**config.mk**
```make
export PLATFORM = sky130hd
export DESIGN_NAME = temp_threshold_detect
export DESIGN_NICKNAME = d
export VERILOG_FILES = /design/src/rtl/temp_pkg.sv /design/src/rtl/sat_counter.sv /design/src/rtl/temp_threshold_detect.sv
export SDC_FILE = /design/constraint.sdc
export NUM_CORES = 1
export LEC_CHECK = 0
export ABC_AREA = 1
export CORE_MARGIN = 2
export CORE_UTILIZATION = 50
export DETAILED_ROUTE_END_ITERATION = 8
export MAX_ROUTING_LAYER = met4
export PLACE_DENSITY = 0.71
export SYNTH_ARGS = -nofsm -noshare
export SYNTH_HDL_FRONTEND = slang
export SYNTH_SLANG_ARGS = --single-unit
```
**constraint.sdc**
```tcl
create_clock -name clk -period 4.8 [get_ports clk]
set_clock_uncertainty 0.2 [all_clocks]
set_input_delay 0.72 -clock clk [delete_from_list [all_inputs] [get_ports clk]]
set_output_delay 0.72 -clock clk [all_outputs]
set_load 0.005 [all_outputs]
```
**src/rtl/temp_pkg.sv**
```systemverilog
// Shared types and default thresholds for the temperature threshold detector.
package temp_pkg;

   typedef enum logic [1:0] {
      NORM  = 2'd0,
      WARM  = 2'd1,
      HOT   = 2'd2,
      FAULT = 2'd3
   } temp_state_e;

   localparam int unsigned DEF_T_LO = 36;
   localparam int unsigned DEF_T_HI = 38;
   localparam int unsigned DEF_HYST = 1;

endpackage

```
**src/rtl/sat_counter.sv**
```systemverilog
// Up-counter with synchronous clear (priority over enable) that sticks at all-ones.
module sat_counter #(
   parameter int unsigned W = 4
) (
   input  logic         clk,
   input  logic         rst,
   input  logic         clr,
   input  logic         en,
   output logic [W-1:0] cnt
);

   logic [W-1:0] cnt_q;

   always_ff @(posedge clk or negedge rst) begin
      if (!rst) begin
         cnt_q <= '0;
      end else if (clr) begin
         cnt_q <= '0;
      end else if (en && (cnt_q != {W{1'b1}})) begin
         cnt_q <= cnt_q + 1'b1;
      end
   end

   assign cnt = cnt_q;

endmodule

```
**src/rtl/temp_threshold_detect.sv**
```systemverilog
// Debounced, hysteretic temperature level flags with a sensor-loss watchdog.
// On sensor loss both flags are forced high so both fans run.
module temp_threshold_detect
   import temp_pkg::*;
#(
   parameter int unsigned DATA_W  = 8,
   parameter int unsigned T_LO    = DEF_T_LO,
   parameter int unsigned T_HI    = DEF_T_HI,
   parameter int unsigned HYST    = DEF_HYST,
   parameter int unsigned DEB_N   = 4,
   parameter int unsigned TIMEOUT = 1000
) (
   input  logic              clk,
   input  logic              rst,
   input  logic [DATA_W-1:0] temp_data,
   input  logic              temp_valid,
   output logic              temp36,
   output logic              temp38,
   output logic              sensor_fault
);

   localparam int unsigned DEB_W = $clog2(DEB_N + 1);
   localparam int unsigned WD_W  = $clog2(TIMEOUT + 1);

   localparam logic [DATA_W-1:0] LO_SET = DATA_W'(T_LO);
   localparam logic [DATA_W-1:0] HI_SET = DATA_W'(T_HI);
   localparam logic [DATA_W-1:0] LO_REL = DATA_W'(T_LO - HYST);
   localparam logic [DATA_W-1:0] HI_REL = DATA_W'(T_HI - HYST);
   localparam logic [DEB_W-1:0]  DEB_LAST = DEB_W'(DEB_N - 1);
   localparam logic [WD_W-1:0]   WD_LIMIT = WD_W'(TIMEOUT);

   if (T_HI <= T_LO) begin : g_chk_thr
      $error("T_HI must be greater than T_LO");
   end
   if (HYST > T_LO) begin : g_chk_hyst
      $error("HYST must not exceed T_LO");
   end
   if (DEB_N < 1) begin : g_chk_deb
      $error("DEB_N must be at least 1");
   end
   if (TIMEOUT < 2) begin : g_chk_to
      $error("TIMEOUT must be at least 2");
   end

   temp_state_e state_q, state_d;

   logic [DEB_W-1:0] up_cnt, dn_cnt;
   logic [WD_W-1:0]  wd_cnt;
   logic             up_cond, dn_cond, up_last, dn_last, wd_hit, state_chg;
   logic             up_clr, dn_clr, wd_clr;

   // In FAULT every valid sample counts toward recovery, whatever its value.
   always_comb begin
      up_cond = 1'b0;
      dn_cond = 1'b0;
      unique case (state_q)
         NORM:  up_cond = (temp_data >= LO_SET);
         WARM: begin
            up_cond = (temp_data >= HI_SET);
            dn_cond = (temp_data < LO_REL);
         end
         HOT:   dn_cond = (temp_data < HI_REL);
         FAULT: up_cond = 1'b1;
         default: ;
      endcase
   end

   assign up_last = temp_valid && up_cond && (up_cnt == DEB_LAST);
   assign dn_last = temp_valid && dn_cond && (dn_cnt == DEB_LAST);
   assign wd_hit  = (state_q != FAULT) && (wd_cnt >= WD_LIMIT);

   always_ff @(posedge clk or negedge rst) begin
      if (!rst) begin
         state_q <= NORM;
      end else begin
         state_q <= state_d;
      end
   end

   always_comb begin
      state_d = state_q;
      if (wd_hit) begin
         state_d = FAULT;
      end else if (up_last) begin
         unique case (state_q)
            NORM:  state_d = WARM;
            WARM:  state_d = HOT;
            FAULT: begin
               if (temp_data >= HI_SET) begin
                  state_d = HOT;
               end else if (temp_data >= LO_SET) begin
                  state_d = WARM;
               end else begin
                  state_d = NORM;
               end
            end
            default: ;
         endcase
      end else if (dn_last) begin
         unique case (state_q)
            WARM:    state_d = NORM;
            HOT:     state_d = WARM;
            default: ;
         endcase
      end
   end

   always_comb begin
      temp36       = 1'b0;
      temp38       = 1'b0;
      sensor_fault = 1'b0;
      unique case (state_q)
         NORM: ;
         WARM: temp36 = 1'b1;
         HOT: begin
            temp36 = 1'b1;
            temp38 = 1'b1;
         end
         FAULT: begin
            temp36       = 1'b1;
            temp38       = 1'b1;
            sensor_fault = 1'b1;
         end
         default: ;
      endcase
   end

   assign state_chg = (state_d != state_q);
   assign up_clr    = state_chg || (temp_valid && !up_cond);
   assign dn_clr    = state_chg || (temp_valid && !dn_cond);
   assign wd_clr    = temp_valid || wd_hit || (state_q == FAULT);

   sat_counter #(.W(DEB_W)) u_up_cnt (
      .clk (clk),
      .rst (rst),
      .clr (up_clr),
      .en  (temp_valid && up_cond),
      .cnt (up_cnt)
   );

   sat_counter #(.W(DEB_W)) u_dn_cnt (
      .clk (clk),
      .rst (rst),
      .clr (dn_clr),
      .en  (temp_valid && dn_cond),
      .cnt (dn_cnt)
   );

   sat_counter #(.W(WD_W)) u_wd_cnt (
      .clk (clk),
      .rst (rst),
      .clr (wd_clr),
      .en  (1'b1),
      .cnt (wd_cnt)
   );

endmodule
```
==> changes_impl.md <==
### Implementation results

- Top cells by count: 44 x nand2_1, 31 x inv_1, 24 x nor2_1
- Post-route ant nets: 0
- Commonest Layout Cell: nand2_1
- Most common cell in the netlist: nand2_1
- Bufs w/o clock: 13
- Setup TNS: 0 ps
- Net switching power: 220 uW
- Largest net degree at the start of global routing: 19
- Maxcap violations: 0
- Met1 WL: 1320 um
- Setup crit end kind: output pin
- Syn nets: 213
- Grt total ovfl: 0
- Synth Area per Inst: 7.45 sq um
- Number of enable flip-flop cells: 0
- Power density over the cells: 322 mW/mm^2
- P_int: 293 uW
- Final hold slack: 307 ps
- Number of remaining DRC errors: 0
- CLK BUF: 3
- Ys cells: 189
- Worst-Margin Slew: 770 ps
- Worst Path Buf+Inv: 3
- YS chip area: 0.00141 sq mm
- Top cell area share: 0.320
- H-tree depth: 1
- Reg2reg start: state_q[1]
- Comb power: 254 uW
- Area grow syn2layout: 13.0%
- Port bufs: 13
- Met2 usage: 0.315
- Top Consumer: combinational cells
- Post-CTS Hold Buffers: 0
- Final worst setup slack: slightly below 2000 ps
- Worst Setup Start Kind: register
- CP Launch Point: state_q[0]
- Yosys aoi share: 0.0400
- Vias in the first global route: 1157
- CP max-delay cell: clkdlybuf4s50_1
- Placed Cells: 231
- Clock sinks: 18
- Worst Hold Launch: u_wd_cnt.cnt[0]
- Power, Total: between 500 and 600 uW
- Busiest grt layer: met2
- Die x size: approximately 57 um
- WP data arrival: between 1500 and 2000 ps
- Required @ worst endpoint: 3880 ps
- Max VDD drop: 0.000245 V
- Multiplexer share: 0.0222
- Most instantiated logic cells after routing: 44 x nand2_1, 31 x inv_1, 24 x nor2_1, 18 x dfrtp_1
- Top cells by area: dfrtp_1 32%, nand2_1 12%, ha_1 12%, inv_1 8.3%, nor2_1 6.4%
- Placed Area: 0.00157 sq mm
- Flop count: 18
- Adders+Majority by Area: 0.115
- Combinational gate area: 830 sq um
- Logic pwr share: 0.495
- Comb gates: 137
- Netlist cell types: 26
- Clock group share of total power: 0.142
- Flop area: 450 sq um
- Crit-path cells: inv_1 > ha_1 > inv_1 > nand2_1 > clkdlybuf4s50_1
- Hold Vio Cnt, Final: 0
- Largest buffer count on any clock path: 2
- Core Region: 0.00271 sq mm
- Clk_lat worst skew: 290 ps
- Worst Hold Depth: 1
- Seq area share: 0.283
- Leak pwr: 0.797 nW
- Comb area share: 0.521
- Synthesized instance count: 189
- DR top layer: met4
- Simple-Gate Area Share: 0.380
- Tool warning count: 34
- Met2 WL: 1240 um
- CTS Buf Count: 3
- Tmin final: 2820 ps
- Seq pwr share: 0.363
- Status: finished, final reports clean
- Inverters excl. clock: 32
- Final period utilization: 0.588
- Slew Viols, Final: 0
- Vias per cell: 5.06
- Post-synth ARST share: 1.00
- Nets: 229
- Post-synth top area cell: dfrtp_1
- Yosys warning tally: 0
- Cell area after synthesis: 0.00141 sq mm
- Hold EP: u_wd_cnt.cnt[0]
- Register area share after synthesis: 0.320
- FP Util: 0.520
- Crit path top cell by count: inv_1
- Hold Path Class: reg -> reg
- Sw Share: 0.429
- Met3 WL: 95 um
- Max reg flops: 10
- Num rows: 19
- Clock net power: about 73 uW
- Clock network area share: 0.0142
- Delay-heaviest family, CP: buffers and inverters
- Ys flops: 18
- I/O Pins: 14
- Highest cell delay on the worst timing path: 500 ps
- RePlAce Congestion: 0.821
- Levels on crit path: 5
- Final non-clock buffer share: 0.0818
- RSZ-0062 raised after global routing: no
- Largest logic family: simple AND/OR/NAND/NOR gates
- Slack of the worst reg-to-reg path: 2330 ps
- Post-CTS Setup Inserts: 0
- R2R depth: 14
- First-pass DRT Iterations: 4
- Die height: 57.1 um
- RR Endpoint: u_dn_cnt.cnt[0]
- Dpl hpwl: 2180 um
- Clock transition at path regs: 100 ps
- Clock root buffer: clkbuf_4
- Xor+xnor area frac: 0.0311
- Top achievable clock speed: 0.354 GHz
- Critical path class: reg -> out
- Fillers: 255
- Cts repair resizes: 0
- Max-area cell class: multi-input combinational cells
- Sequential power: 186 uW
- Post-route cell area: 0.00159 sq mm
- Initial antenna violation count: 0
- Layout cells sized above 1: 0.113
Figure 1. Routed metal per tile.
Scale bar: 20 um. The die is cut into 11 by 11 equal tiles; dark blue is low, red is high, scaled to the fullest tile. Values are wire area over tile area, all layers added.
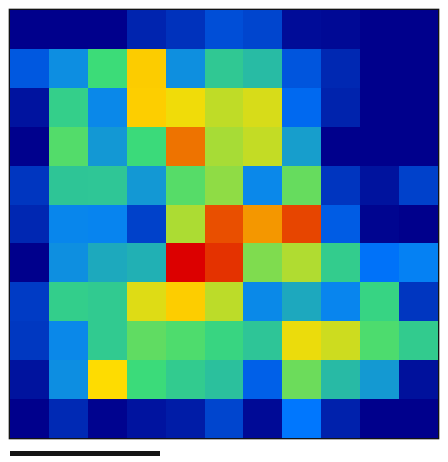
The emptiest ninth of the die: top right. The fullest tile reaches 0.40. The densest ninth of the die: middle.

Figure 2. Routing congestion map.
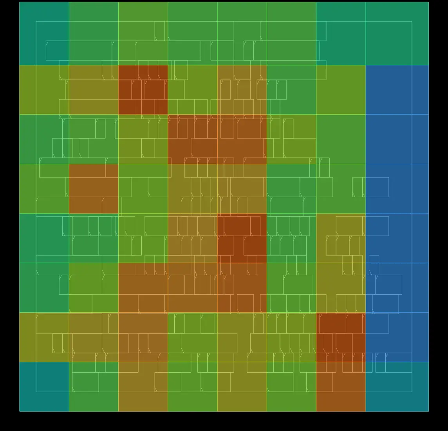
total global-route track usage: 0.189
routing usage on met3: 0.0317
met1 GRT Util: 0.243
routed length per instance: 11.5 um

Figure 3. Sequential cells grouped by signal name.
Scale bar: 20 um. Other sequential cells in the stronger gray, the rest of the logic in the fainter gray.
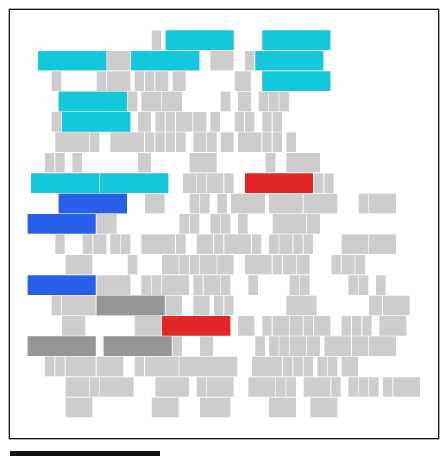
Red stands for `state_q`, placed flops 2. Blue stands for `u_up_cnt.cnt`, placed flops 3. Cyan stands for `u_wd_cnt.cnt`, placed flops 10.

Figure 4. Signal wires by layer.
Scale bar: 20 um.
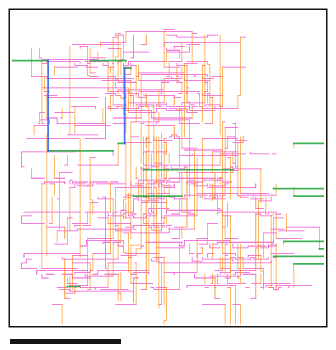
Orange stands for M2, wire length 1240 um. Magenta stands for M1, wire length 1320 um. Blue stands for M4, wire length 29.9 um. Green stands for M3, wire length 95.7 um.
drt total wl: 2680 um
vias: 1184

Figure 5. Cells colored by class.
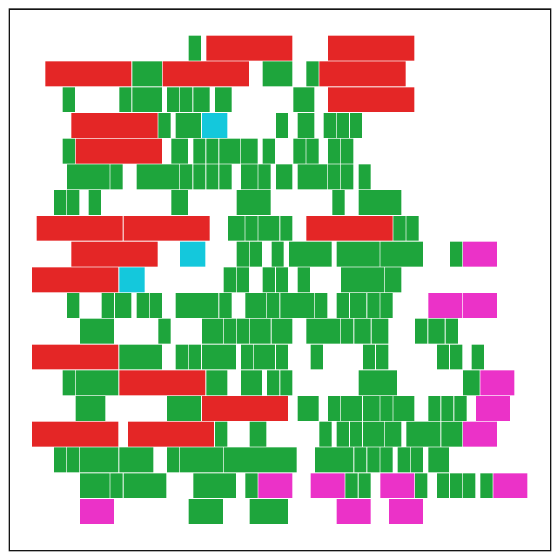
Cyan stands for clock-net drivers, cells 3, share of their area 1.5%. Magenta stands for remaining buffers and delay cells, cells 13, share of their area 8.4%. Green stands for remaining logic cells, cells 169, share of their area 61%. Red stands for registers, cells 18, share of their area 29%.

Power is estimated from default activity; no workload was simulated.
